===== config.mk =====
export PLATFORM = sky130hd
export DESIGN_NAME = tmon_host
export DESIGN_NICKNAME = d
export VERILOG_FILES = /design/src/rtl/tmon_host.sv
export SDC_FILE = /design/constraint.sdc
export NUM_CORES = 1
export LEC_CHECK = 0
export ABC_CLOCK_PERIOD_IN_PS = 2300
export CAP_MARGIN = 0
export CORE_AREA = 2 2 95 97
export CTS_CLUSTER_SIZE = 16
export DETAILED_ROUTE_END_ITERATION = 12
export DIE_AREA = 0 0 97 99
export HOLD_SLACK_MARGIN = 0.12
export PLACE_DENSITY = 0.68
export SETUP_SLACK_MARGIN = 0.3
export SLEW_MARGIN = 25
export SYNTH_ARGS = -nofsm -noshare
export SYNTH_HDL_FRONTEND = slang
export SYNTH_SLANG_ARGS = --single-unit
export TNS_END_PERCENT = 10

===== constraint.sdc =====
create_clock -name Clock -period 2.3 [get_ports Clock]
set_input_delay 0.345 -clock Clock [delete_from_list [all_inputs] [get_ports Clock]]
set_output_delay 0.345 -clock Clock [all_outputs]
set_load 0.01 [all_outputs]

===== src/rtl/tmon_host.sv =====
// rtl/tmon_host.sv - periodic temperature poller and threshold writer driving tmon_master
// Holds one request at a time, always separated by a NOOP cycle, with a per-request timeout.
package tmon_pkg;
  typedef enum logic [1:0] {
    NOOP      = 2'd0,
    READ_TEMP = 2'd1,
    WRITE_HI  = 2'd2,
    WRITE_LO  = 2'd3
  } TMON_OP;
endpackage

module tmon_host
  import tmon_pkg::*;
#(
  parameter int POLL_PERIOD = 16,
  parameter int TIMEOUT     = 64
) (
  input  logic       Clock,
  input  logic       Reset,
  input  logic       start,
  input  logic       cfg_wr,
  input  logic [7:0] hi_thresh,
  input  logic [7:0] lo_thresh,
  output TMON_OP     request,
  output logic [7:0] reqData,
  input  logic       Done,
  input  logic [7:0] respData,
  output logic [7:0] temp_out,
  output logic       temp_valid,
  output logic       alarm_hi,
  output logic       alarm_lo,
  output logic       timeout_err,
  output logic       busy
);

  typedef enum logic [2:0] {IDLE, WR_HI, WR_LO, READ, WAIT_POLL} state_e;

  localparam int PW = $clog2(POLL_PERIOD + 1);
  localparam int TW = $clog2(TIMEOUT + 1);

  state_e        state, nxt;
  logic [7:0]    hi_sh, lo_sh, lo_cur;
  logic          cfg_pending, lo_pending;
  logic [PW-1:0] pcnt;
  logic [TW-1:0] tcnt;
  logic          in_req, done_ok, tmo, entering;

  assign in_req   = (state == WR_HI) || (state == WR_LO) || (state == READ);
  assign done_ok  = in_req && Done;
  assign tmo      = in_req && !Done && (tcnt == TW'(TIMEOUT - 1));
  assign entering = (nxt != state);

  always_ff @(posedge Clock or negedge Reset) begin
    if (!Reset) state <= IDLE;
    else        state <= nxt;
  end

  // Every completion returns to a NOOP state, which gives the mandatory gap cycle;
  // lo_pending remembers that the low threshold write is still owed.
  always_comb begin
    nxt = state;
    case (state)
      IDLE, WAIT_POLL: begin
        if (lo_pending)                        nxt = WR_LO;
        else if (cfg_pending)                  nxt = WR_HI;
        else if (state == IDLE || pcnt == '0)  nxt = start ? READ : IDLE;
      end
      WR_HI, WR_LO: if (done_ok || tmo) nxt = IDLE;
      READ: begin
        if (done_ok)  nxt = start ? WAIT_POLL : IDLE;
        else if (tmo) nxt = IDLE;
      end
      default: nxt = IDLE;
    endcase
  end

  always_comb begin
    request = NOOP;
    busy    = 1'b0;
    case (state)
      WR_HI:   begin request = WRITE_HI;  busy = 1'b1; end
      WR_LO:   begin request = WRITE_LO;  busy = 1'b1; end
      READ:    begin request = READ_TEMP; busy = 1'b1; end
      default: ;
    endcase
  end

  always_ff @(posedge Clock or negedge Reset) begin
    if (!Reset) begin
      reqData     <= 8'h00;
      temp_out    <= 8'h00;
      temp_valid  <= 1'b0;
      alarm_hi    <= 1'b0;
      alarm_lo    <= 1'b0;
      timeout_err <= 1'b0;
      hi_sh       <= 8'hFF;
      lo_sh       <= 8'h00;
      lo_cur      <= 8'h00;
      cfg_pending <= 1'b0;
      lo_pending  <= 1'b0;
      pcnt        <= '0;
      tcnt        <= '0;
    end else begin
      // Operand is latched on entry so a later cfg_wr cannot disturb a held request.
      if (entering) begin
        case (nxt)
          WR_HI:   reqData <= hi_sh;
          WR_LO:   reqData <= lo_cur;
          default: reqData <= 8'h00;
        endcase
      end

      if (entering)    tcnt <= '0;
      else if (in_req) tcnt <= tcnt + 1'b1;

      if (entering && nxt == WAIT_POLL)       pcnt <= PW'(POLL_PERIOD - 1);
      else if (state == WAIT_POLL && pcnt != '0) pcnt <= pcnt - 1'b1;

      if (cfg_wr) begin
        hi_sh <= hi_thresh;
        lo_sh <= lo_thresh;
      end
      if (cfg_wr)                         cfg_pending <= 1'b1;
      else if (entering && nxt == WR_HI)  cfg_pending <= 1'b0;
      if (entering && nxt == WR_HI)       lo_cur <= lo_sh;

      if (state == WR_HI && done_ok)      lo_pending <= 1'b1;
      else if (entering && nxt == WR_LO)  lo_pending <= 1'b0;

      temp_valid <= (state == READ) && Done;
      if (state == READ && Done) begin
        temp_out <= respData;
        alarm_hi <= respData > hi_sh;
        alarm_lo <= respData < lo_sh;
      end

      if (tmo)         timeout_err <= 1'b1;
      else if (cfg_wr) timeout_err <= 1'b0;
    end
  end

endmodule


**Run 1: PDN straps and rails**

The bar under the picture is 20 um long. Pins as bars on the die edge.
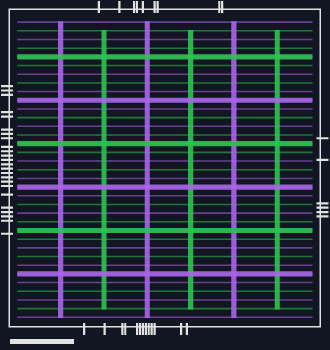
| net | color |
|---|---|
| VSS | purple |
| VDD | green |
signal pins: 52
rows: 34
met4 straps: 6
met1 rails: 35

**Run 1: placement by cell class**

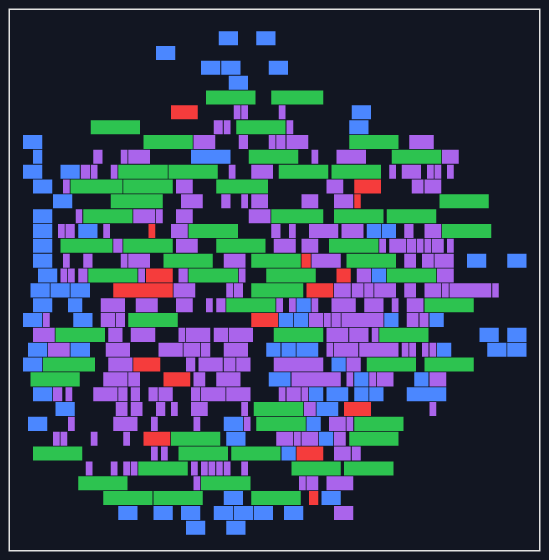
| class | color | cells | share of their area |
|---|---|---|---|
| all other logic | purple | 209 | 37% |
| flip-flops | green | 61 | 39% |
| other buffers and delay cells | blue | 79 | 19% |
| clock drivers and dummy loads | red | 16 | 4.9% |

**Run 1: routed clock nets over the placement**

The bar under the picture is 20 um long.
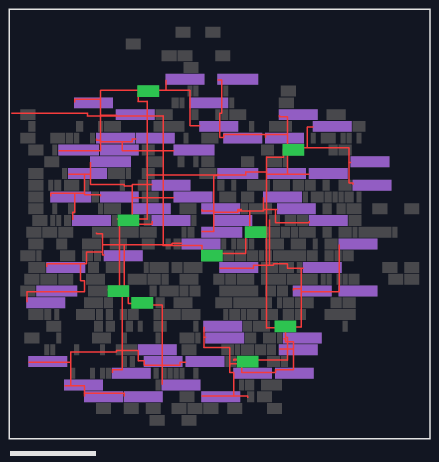
[clock wires] red | length: 890 um
[cells driving clock nets] green | count: 9
[flip-flops] purple | count: 61
routed clock nets: 10

**Run 1: routed metal, one color a layer**

The bar under the picture is 20 um long.
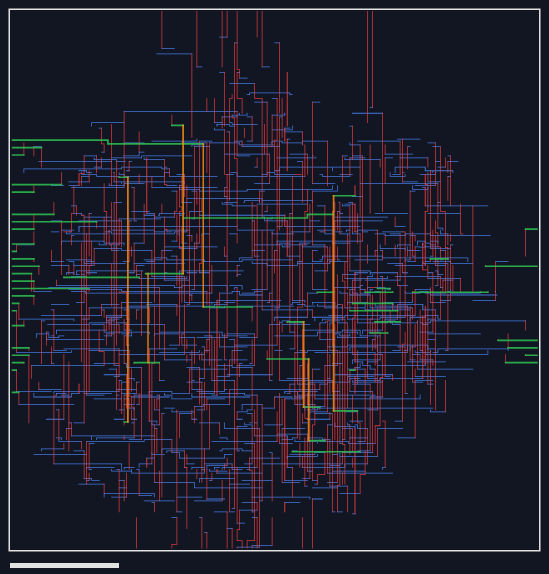
| layer | color | wire length |
|---|---|---|
| met3 | green | 323 um |
| met2 | red | 3700 um |
| met1 | blue | 3170 um |
| met4 | orange | 188 um |

==> impl_metrics.toml, run 1 <==
# flow metrics
[run_status]
status = "finished, final reports clean"

[finish]
final_nets = 407
num-nonclk-inverters = 22
seq_share_pct = 37.45
nonClkBufAreaFrac_pct = 18.48
flops = 61
clockNetworkAreaShare_pct = 4.697
fin_util_pct = 47.98
nClkBuffers = 12
lay_top_count = "dfrtp_1"
logic_gate_count = 187

[yosys]
syn_area_per_cell_um2 = 10.62
synth-edff-count = 0
common_cells = "53 x dfrtp_1, 49 x nand2_1, 22 x inv_1, 22 x o21ai_0, 18 x ha_1"
synth.logic.top_family = "AND-OR/OR-AND gates"
adder_share_pct = 7.627
netlist_area_um2 = 2953
netlist_instances = 278
most_common_cell = "dfrtp_1"
syn-num-nets = 325
top_area_share_pct = 44.92
mux_area_share_pct = 7.585
numSynthFlops = 61
ys_sh_aoi_pct = 12.58
yosys_cells = 278

[place]
place_inst = 440
dpl_cell_area_um2 = 3641
dp_slack_ns = -0.1097
hpwlAfterDp_um = 4960

[detailed_routing]
dr_wl_met3_um = 323
drt-initial-drc-count = 64
wl_met2_um = 3695
wl_met1_um = 3172
drc = 0
drtPass1Iterations = 4
vias = 2402
top_layer = "met4"

[clock_tree]
holdBufCountCts = 1
cts_tree = "done"
cts-resized-gates = 8
cts_buffer_depth = 2
root_buffer = "clkbuf_8"
postCtsSetupBuffers = 12
htreeDepth = 3
clkTransAtPathRegs_ns = 0.07

[global_routing]
use_met1_pct = 18.56
grt_overflow_total = 0
grtUsageMet2_pct = 27.40
grt-busiest-layer = "met2"

[power_and_ir_drop]
power_leader = "combinational cells"
p_clk_w = 0.000961
ir_worst_vdd_mv = 0.5298
p_switching_w = 0.001525
p_per_area_nw_per_um2 = 1107
seq-power_w = 0.00160
pg_comb_w = 0.00198
p_sw_share_pct = 33.58
p_leak_nw = 1.853
seqPwrFrac_pct = 35.2
pwr-share-clk_pct = 21.2
p_int_w = 0.003016
p_comb_share_pct = 43.6

[floorplan]
chip_area_um2 = 9603
boundaryPins = 52
fp.dieW_um = 97
row_count = 34
die_y_um = 99

[final_timing]
finalCritPeriodShare_pct = 95.74
fmax_mhz = 454.1
finalSetupViolations = 0
tightest_slew_ns = 0.4930
drv_slew = 0
rsz0062_at_grt = "true"
hold_slack_ns = 0.4798
hold_viol = 0
fin_crit_ns = 2.202
skew_ns = 0.007954
fin_ws_ns = 0.09792

[critical_path]
rr_worst_depth = 8
cp-endpoint = "reqData[7]"
cp_slowest_cell = "or4b_4"
worstReg2RegStart = "pcnt[1]"
worst-path-buf-inv = 1
worstPathArrival_ns = 2.43
cp_top_family = "simple AND/OR/NAND/NOR gates"
rr_endpoint = "reqData[7]"
max_stage_delay_ns = 0.49
cp_max_fo = 4
cp_cell_sequence = "inv_2, ha_4, or4b_4, nand2_4, a31oi_4, o21ai_2, a221o_1, mux2_4"
worstSetupPathType = "flip-flop to flip-flop"
cp-end-kind = "flip-flop"

[job]
tool_warnings = 30

[worst_hold_path]
hold-path-endpoint = "alarm_lo"
holdPathStages = 2
hp-class = "flip-flop to flip-flop"
min_from = "alarm_lo"
**Run 1: clock routing**

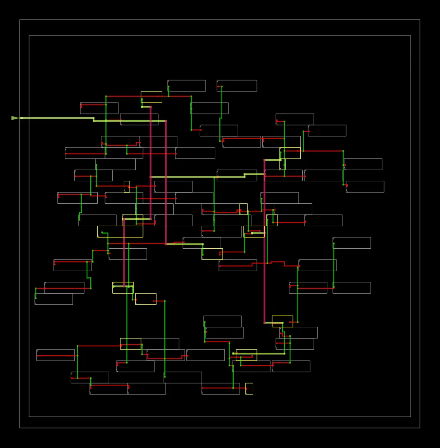

==> run 1 -> run 2 <==
--- a/config.mk
+++ b/config.mk
@@ -12,8 +12,8 @@
 export DETAILED_ROUTE_END_ITERATION = 12
 export DIE_AREA = 0 0 97 99
 export HOLD_SLACK_MARGIN = 0.12
-export PLACE_DENSITY = 0.68
-export SETUP_SLACK_MARGIN = 0.3
+export PLACE_DENSITY = 0.56
+export SETUP_SLACK_MARGIN = 0.15
 export SLEW_MARGIN = 25
 export SYNTH_ARGS = -nofsm -noshare
 export SYNTH_HDL_FRONTEND = slang
**Run 2: clock routing**

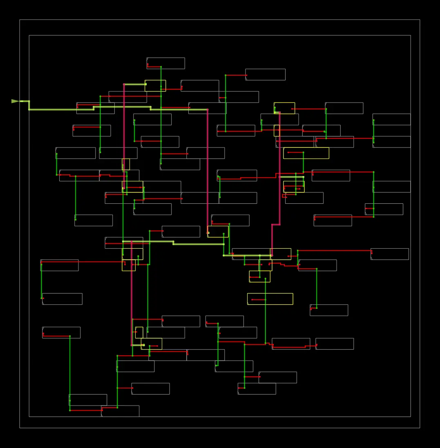
total CTS buffers: 9
Flops: 61
Setup Skew: 0.007468 ns

==> impl_metrics.toml, run 2 <==
# flow metrics
[final_timing]
hold_viol = 0
rsz0062_at_grt = "true"
finalCritPeriodShare_pct = 96.18
fin_crit_ns = 2.212
fin_ws_ns = 0.08779
fmax_mhz = 452.0
drv_slew = 0
finalSetupViolations = 0

[finish]
num-nonclk-inverters = 22
nClkBuffers = 10
logic_gate_count = 187
final_nets = 398
seq_share_pct = 38.59
clockNetworkAreaShare_pct = 5.405
lay_top_count = "dfrtp_1"

[yosys]
most_common_cell = "dfrtp_1"
numSynthFlops = 61
synth-edff-count = 0
ys_sh_aoi_pct = 12.58
synth.logic.top_family = "AND-OR/OR-AND gates"
mux_area_share_pct = 7.585
top_area_share_pct = 44.92
syn-num-nets = 325
yosys_cells = 278

[global_routing]
grt_overflow_total = 0
grtUsageMet2_pct = 25.16
grt-busiest-layer = "met2"
use_met1_pct = 18.63

[clock_tree]
root_buffer = "clkbuf_8"
cts-resized-gates = 7
clkTransAtPathRegs_ns = 0.07
htreeDepth = 3

[place]
hpwlAfterDp_um = 4870
place_inst = 442

[detailed_routing]
dr_wl_met3_um = 232
drt-initial-drc-count = 130
drtPass1Iterations = 4
vias = 2250
wl_met1_um = 3098
top_layer = "met4"

[worst_hold_path]
hp-class = "flip-flop to flip-flop"

[critical_path]
rr_endpoint = "reqData[5]"
cp_max_fo = 4
max_stage_delay_ns = 0.48
cp_slowest_cell = "or4b_4"
worstReg2RegStart = "pcnt[1]"
rr_worst_depth = 8
cp_cell_sequence = "inv_2, ha_4, or4b_4, nand2_4, a21oi_2, o21bai_1, a221o_1, mux2_4"

[job]
tool_warnings = 29

[power_and_ir_drop]
pg_comb_w = 0.00180
p_comb_share_pct = 40.5
seqPwrFrac_pct = 35.7
power_leader = "combinational cells"
p_per_area_nw_per_um2 = 1119
seq-power_w = 0.00159
pwr-share-clk_pct = 23.9
p_switching_w = 0.001472
p_leak_nw = 1.810
p_int_w = 0.002982
ir_worst_vdd_mv = 0.3522

[floorplan]
row_count = 34
die_y_um = 99
boundaryPins = 52

[run_status]
status = "finished, final reports clean"
Power is estimated from default activity; no workload was simulated.
